clock_wires.png
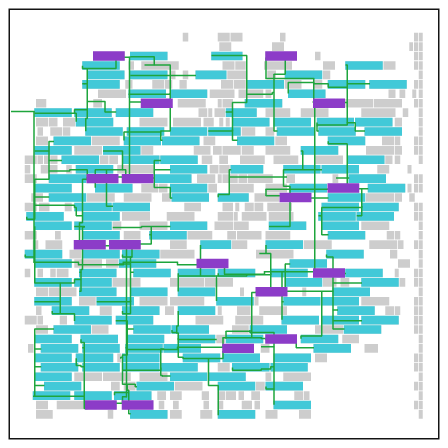
layers.png
Bar = 20 µm.
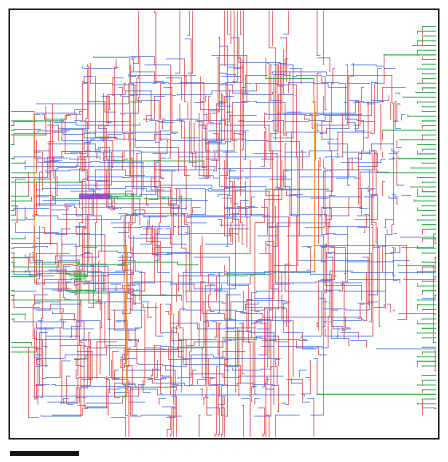
### src/rtl/wb_write_queue_if.sv
// Handshake/bus bundle for the write-back queue.
// Carries enqueue, register-file drain, bypass lookup and status signals.
//   slave  : queue side (receives requests, drives drain/lookup/status)
//   master : producer/consumer side (drives requests, drain_en, lookups)
interface wb_write_queue_if #(
    parameter int AW = 2
);
    logic          enq_valid;
    logic          enq_ready;
    logic [4:0]    enq_reg;
    logic [31:0]   enq_data;
    logic          drain_en;
    logic          RegWrite;
    logic [4:0]    writereg;
    logic [31:0]   writedata;
    logic [4:0]    lkp1_reg;
    logic          lkp1_hit;
    logic [31:0]   lkp1_data;
    logic [4:0]    lkp2_reg;
    logic          lkp2_hit;
    logic [31:0]   lkp2_data;
    logic [AW:0]   count;
    logic          empty;

    modport slave (
        input  enq_valid, enq_reg, enq_data, drain_en,
        input  lkp1_reg, lkp2_reg,
        output enq_ready, RegWrite, writereg, writedata,
        output lkp1_hit, lkp1_data, lkp2_hit, lkp2_data,
        output count, empty
    );

    modport master (
        output enq_valid, enq_reg, enq_data, drain_en,
        output lkp1_reg, lkp2_reg,
        input  enq_ready, RegWrite, writereg, writedata,
        input  lkp1_hit, lkp1_data, lkp2_hit, lkp2_data,
        input  count, empty
    );
endinterface

### src/rtl/wb_write_queue.sv
// In-order register write-back queue draining onto one register-file port.
// Ports: clk, rst_n (async active-low), io_bus (wb_write_queue_if.slave):
//   enq_valid/enq_ready/enq_reg/enq_data  request in
//   drain_en/RegWrite/writereg/writedata  register-file write port
//   lkp{1,2}_reg/_hit/_data               newest-pending bypass lookup
//   count/empty                           occupancy
// Macro WB_QUEUE_BYPASS_EN builds the lookup; otherwise hits/data tie to 0.
module wb_write_queue #(
    parameter int DEPTH = 4,
    parameter int AW    = 2
) (
    input  logic             clk,
    input  logic             rst_n,
    wb_write_queue_if.slave  io_bus
);
    localparam logic [AW:0] LP_DEPTH = (AW+1)'(DEPTH);

    logic [DEPTH-1:0] r_valid;
    logic [4:0]       r_reg  [DEPTH];
    logic [31:0]      r_data [DEPTH];
    logic [AW-1:0]    r_wr_ptr;
    logic [AW-1:0]    r_rd_ptr;
    logic [AW:0]      r_count;

    logic w_empty;
    logic w_ready;
    logic w_accept;
    logic w_push;
    logic w_pop;

    assign w_empty  = (r_count == '0);
    assign w_ready  = (r_count != LP_DEPTH);
    assign w_accept = io_bus.enq_valid && w_ready;
    // r0 writes complete the handshake but are dropped
    assign w_push   = w_accept && (io_bus.enq_reg != 5'd0);
    assign w_pop    = !w_empty && io_bus.drain_en;

    assign io_bus.enq_ready = w_ready;
    assign io_bus.count     = r_count;
    assign io_bus.empty     = w_empty;
    assign io_bus.RegWrite  = w_pop;
    assign io_bus.writereg  = w_empty ? 5'd0  : r_reg[r_rd_ptr];
    assign io_bus.writedata = w_empty ? 32'd0 : r_data[r_rd_ptr];

    // push and pop never target the same slot: that would need the
    // queue to be both empty (no pop) and full (no push)
    always_ff @(posedge clk or negedge rst_n) begin
        if (!rst_n) begin
            r_valid  <= '0;
            r_wr_ptr <= '0;
            r_rd_ptr <= '0;
            r_count  <= '0;
        end else begin
            if (w_push) begin
                r_valid[r_wr_ptr] <= 1'b1;
                r_wr_ptr          <= r_wr_ptr + AW'(1);
            end
            if (w_pop) begin
                r_valid[r_rd_ptr] <= 1'b0;
                r_rd_ptr          <= r_rd_ptr + AW'(1);
            end
            unique case ({w_push, w_pop})
                2'b10:   r_count <= r_count + (AW+1)'(1);
                2'b01:   r_count <= r_count - (AW+1)'(1);
                default: r_count <= r_count;
            endcase
        end
    end

    // payload needs no reset; valid bits and count qualify every read
    always_ff @(posedge clk) begin
        if (w_push) begin
            r_reg[r_wr_ptr]  <= io_bus.enq_reg;
            r_data[r_wr_ptr] <= io_bus.enq_data;
        end
    end

`ifdef WB_QUEUE_BYPASS_EN
    logic        w_hit1;
    logic        w_hit2;
    logic [31:0] w_data1;
    logic [31:0] w_data2;

    // walk oldest to newest so a later match overrides an earlier one
    always_comb begin
        logic [AW-1:0] idx;
        w_hit1  = 1'b0;
        w_hit2  = 1'b0;
        w_data1 = 32'd0;
        w_data2 = 32'd0;
        idx     = '0;
        for (int i = 0; i < DEPTH; i++) begin
            idx = r_rd_ptr + AW'(i);
            if (r_valid[idx] && io_bus.lkp1_reg != 5'd0
                && r_reg[idx] == io_bus.lkp1_reg) begin
                w_hit1  = 1'b1;
                w_data1 = r_data[idx];
            end
            if (r_valid[idx] && io_bus.lkp2_reg != 5'd0
                && r_reg[idx] == io_bus.lkp2_reg) begin
                w_hit2  = 1'b1;
                w_data2 = r_data[idx];
            end
        end
    end

    assign io_bus.lkp1_hit  = w_hit1;
    assign io_bus.lkp1_data = w_data1;
    assign io_bus.lkp2_hit  = w_hit2;
    assign io_bus.lkp2_data = w_data2;
`else
    logic w_unused;
    assign w_unused = ^{io_bus.lkp1_reg, io_bus.lkp2_reg, r_valid};

    assign io_bus.lkp1_hit  = 1'b0;
    assign io_bus.lkp1_data = 32'd0;
    assign io_bus.lkp2_hit  = 1'b0;
    assign io_bus.lkp2_data = 32'd0;
`endif

endmodule

### src/flat_wrapper.sv
// flat-port wrapper written by rule: the top's interface ports become plain ports
module wb_write_queue_flat 
#(
    parameter int DEPTH = 4,
    parameter int AW    = 2
)
  (clk, rst_n, io_bus_enq_valid, io_bus_enq_reg, io_bus_enq_data, io_bus_drain_en, io_bus_lkp1_reg, io_bus_lkp2_reg, io_bus_enq_ready, io_bus_RegWrite, io_bus_writereg, io_bus_writedata, io_bus_lkp1_hit, io_bus_lkp1_data, io_bus_lkp2_hit, io_bus_lkp2_data, io_bus_count, io_bus_empty);
  wb_write_queue_if #(.AW(AW)) io_bus_i ();
  input  logic clk;
  input  logic rst_n;
  input wire logic [$bits(io_bus_i.enq_valid)-1:0] io_bus_enq_valid;
  input wire logic [$bits(io_bus_i.enq_reg)-1:0] io_bus_enq_reg;
  input wire logic [$bits(io_bus_i.enq_data)-1:0] io_bus_enq_data;
  input wire logic [$bits(io_bus_i.drain_en)-1:0] io_bus_drain_en;
  input wire logic [$bits(io_bus_i.lkp1_reg)-1:0] io_bus_lkp1_reg;
  input wire logic [$bits(io_bus_i.lkp2_reg)-1:0] io_bus_lkp2_reg;
  output wire logic [$bits(io_bus_i.enq_ready)-1:0] io_bus_enq_ready;
  output wire logic [$bits(io_bus_i.RegWrite)-1:0] io_bus_RegWrite;
  output wire logic [$bits(io_bus_i.writereg)-1:0] io_bus_writereg;
  output wire logic [$bits(io_bus_i.writedata)-1:0] io_bus_writedata;
  output wire logic [$bits(io_bus_i.lkp1_hit)-1:0] io_bus_lkp1_hit;
  output wire logic [$bits(io_bus_i.lkp1_data)-1:0] io_bus_lkp1_data;
  output wire logic [$bits(io_bus_i.lkp2_hit)-1:0] io_bus_lkp2_hit;
  output wire logic [$bits(io_bus_i.lkp2_data)-1:0] io_bus_lkp2_data;
  output wire logic [$bits(io_bus_i.count)-1:0] io_bus_count;
  output wire logic [$bits(io_bus_i.empty)-1:0] io_bus_empty;
  assign io_bus_i.enq_valid = io_bus_enq_valid;
  assign io_bus_i.enq_reg = io_bus_enq_reg;
  assign io_bus_i.enq_data = io_bus_enq_data;
  assign io_bus_i.drain_en = io_bus_drain_en;
  assign io_bus_i.lkp1_reg = io_bus_lkp1_reg;
  assign io_bus_i.lkp2_reg = io_bus_lkp2_reg;
  assign io_bus_enq_ready = io_bus_i.enq_ready;
  assign io_bus_RegWrite = io_bus_i.RegWrite;
  assign io_bus_writereg = io_bus_i.writereg;
  assign io_bus_writedata = io_bus_i.writedata;
  assign io_bus_lkp1_hit = io_bus_i.lkp1_hit;
  assign io_bus_lkp1_data = io_bus_i.lkp1_data;
  assign io_bus_lkp2_hit = io_bus_i.lkp2_hit;
  assign io_bus_lkp2_data = io_bus_i.lkp2_data;
  assign io_bus_count = io_bus_i.count;
  assign io_bus_empty = io_bus_i.empty;
  wb_write_queue #(.DEPTH(DEPTH), .AW(AW)) u_core (.clk(clk), .rst_n(rst_n), .io_bus(io_bus_i));
endmodule
### config.mk
export PLATFORM = sky130hd
export DESIGN_NAME = wb_write_queue_flat
export DESIGN_NICKNAME = d
export VERILOG_FILES = /design/src/rtl/wb_write_queue_if.sv /design/src/rtl/wb_write_queue.sv /design/src/flat_wrapper.sv
export SDC_FILE = /design/constraint.sdc
export NUM_CORES = 1
export LEC_CHECK = 0
export CAP_MARGIN = 25
export CORE_MARGIN = 4
export CORE_UTILIZATION = 49
export CTS_CLUSTER_DIAMETER = 80
export DETAILED_ROUTE_END_ITERATION = 8
export GPL_ROUTABILITY_DRIVEN = 0
export PLACE_DENSITY = 0.84
export RECOVER_POWER = 25
export SLEW_MARGIN = 20
export SYNTH_ARGS = -nofsm -noshare
export SYNTH_HDL_FRONTEND = slang
export SYNTH_SLANG_ARGS = --single-unit
### constraint.sdc
create_clock -name clk -period 2.76 [get_ports clk]
set_input_delay 0.828 -clock clk [delete_from_list [all_inputs] [get_ports clk]]
set_output_delay 0.828 -clock clk [all_outputs]
set_load 0.005 [all_outputs]
==> metrics.yaml <==
antenna_cells: 1
crit_path_end: "io_bus_writedata[24]"
grt_pass1_wl_um: 19000
critPathRequiredTime_ns: 1.93
synth.largest_area_cell: "edfxtp_1"
seq_area_frac: 0.5574
ys_sh_simple: 0.04886
yosysUniqueCellTypes: 23
gr-usage-met1: 0.2147
failed_checks: "negative setup slack"
status: "finished, violations left"
final_cell_mix: "148 x edfxtp_1, 66 x conb_1, 37 x mux4_2"
avgSynthCellArea_um2: 19.26
nMultiInputCombCells: 165
netSwitchingFraction: 0.2777
nFlopsAndLatches: 155
buffers: 118
holdPathStages: 1
critPathBufInv: 4
warnings: 41
cp_max_fo: 5
dp_slack_ns: -0.6001
worstHoldStart: "u_core.r_wr_ptr[1]"
hold_buffers: 0
drive_above_1_share: 0.3368
sh_comb_area: 0.2031
path_cells: "buf_6 > buf_12 > buf_16 > mux4_2 > nor2b_1 > buf_2"
grt_max_degree: 29
n_fill_cell: 902
fp_util: 0.5092
num_rows: 41
cts.clk_slew.worst_paths_ns: 0.06
seqPwrFrac: 0.365
die_w_um: 123.4
logic_area_um2: 1684
setup_ws_ns: -0.01329
io_pins: 160
use_met3: 0.04803
end_kind: "primary output"
cts_tree: "done"
wl_met3_um: 984
yosys_cells: 339
largest_reg_flops: 128
crit_type: "reg2out"
clockRootBuffer: "clkbuf_16"
drt-vias-per-instance: 4.983
htreeDepth: 4
die-area_um2: 15240
power_density_nw_per_um2: 1078
final-seq-area_um2: 4622
setup_violations: 6
grt_busiest_layer: "met2"
highest_layer: "met5"
met2_length_um: 6547
p_sw_w: 0.002483
drv_cap: 0
internal_power_w: 0.006457
core_area_um2: 12820
ir_worst_vdd_mv: 0.5684
fin_crit_sh: 1.005
yosysTopAreaCellShare: 0.6806
cts_sinks: 155
crit_arrival_ns: 1.95
pg_comb_w: 0.00340
nClkBuffers: 19
rr_worst_depth: 9
About clock_wires.png:
legend:
  cyan:
    item: flip-flops
    count: 155
  green:
    item: clock wires
    length: 1640 µm
  purple:
    item: clock-net drivers
    count: 17
flops lie: spread over the die
routed clock nets: 18
Clock Power: 0.00228 W
clk_skew: 0.01282 ns
clk latency late pin: 0.42 ns
power share of the clock group: 0.255

About layers.png:
legend:
  blue:
    layer: M1
    wire_length: 4900 µm
  orange:
    layer: M4
    wire_length: 175 µm
  red:
    layer: M2
    wire_length: 6550 µm
  green:
    layer: M3
    wire_length: 984 µm
  purple:
    layer: M5
    wire_length: 7.40 µm
final WL: 12610 µm
Total Routing Usage GR: 0.1760
vias: 3229

-- through the flow --
step                power [W]  hold slack [ns]    util  area (µm²)  instances
floorplan            0.004956           0.5131       -        6774        404
global placement     0.006550           0.5491  0.5936        7612        606
detailed placement   0.006642           0.5719  0.5936        7612        606
CTS                  0.009079           0.5912  0.6499        8334        647
global route         0.009397           0.6233  0.6465        8292        648
finish               0.008940           0.5867  0.6465        8292        648
-- cell usage after synthesis, drive strengths merged --
cell type  number
fa              1
mux2i           1
edfxtp        148
clkbuf          5
buf            73
nand3b          1
nor2b          30
or4             1
mux2            1
and2            4
inv             6
xnor2           3
o211a           1
or3b            1
and2b           8
xor2            3
mux4           37
nor3            1
ha              5
nor2            1
dfrtp           7
conb            1
Power is estimated from default activity; no workload was simulated.
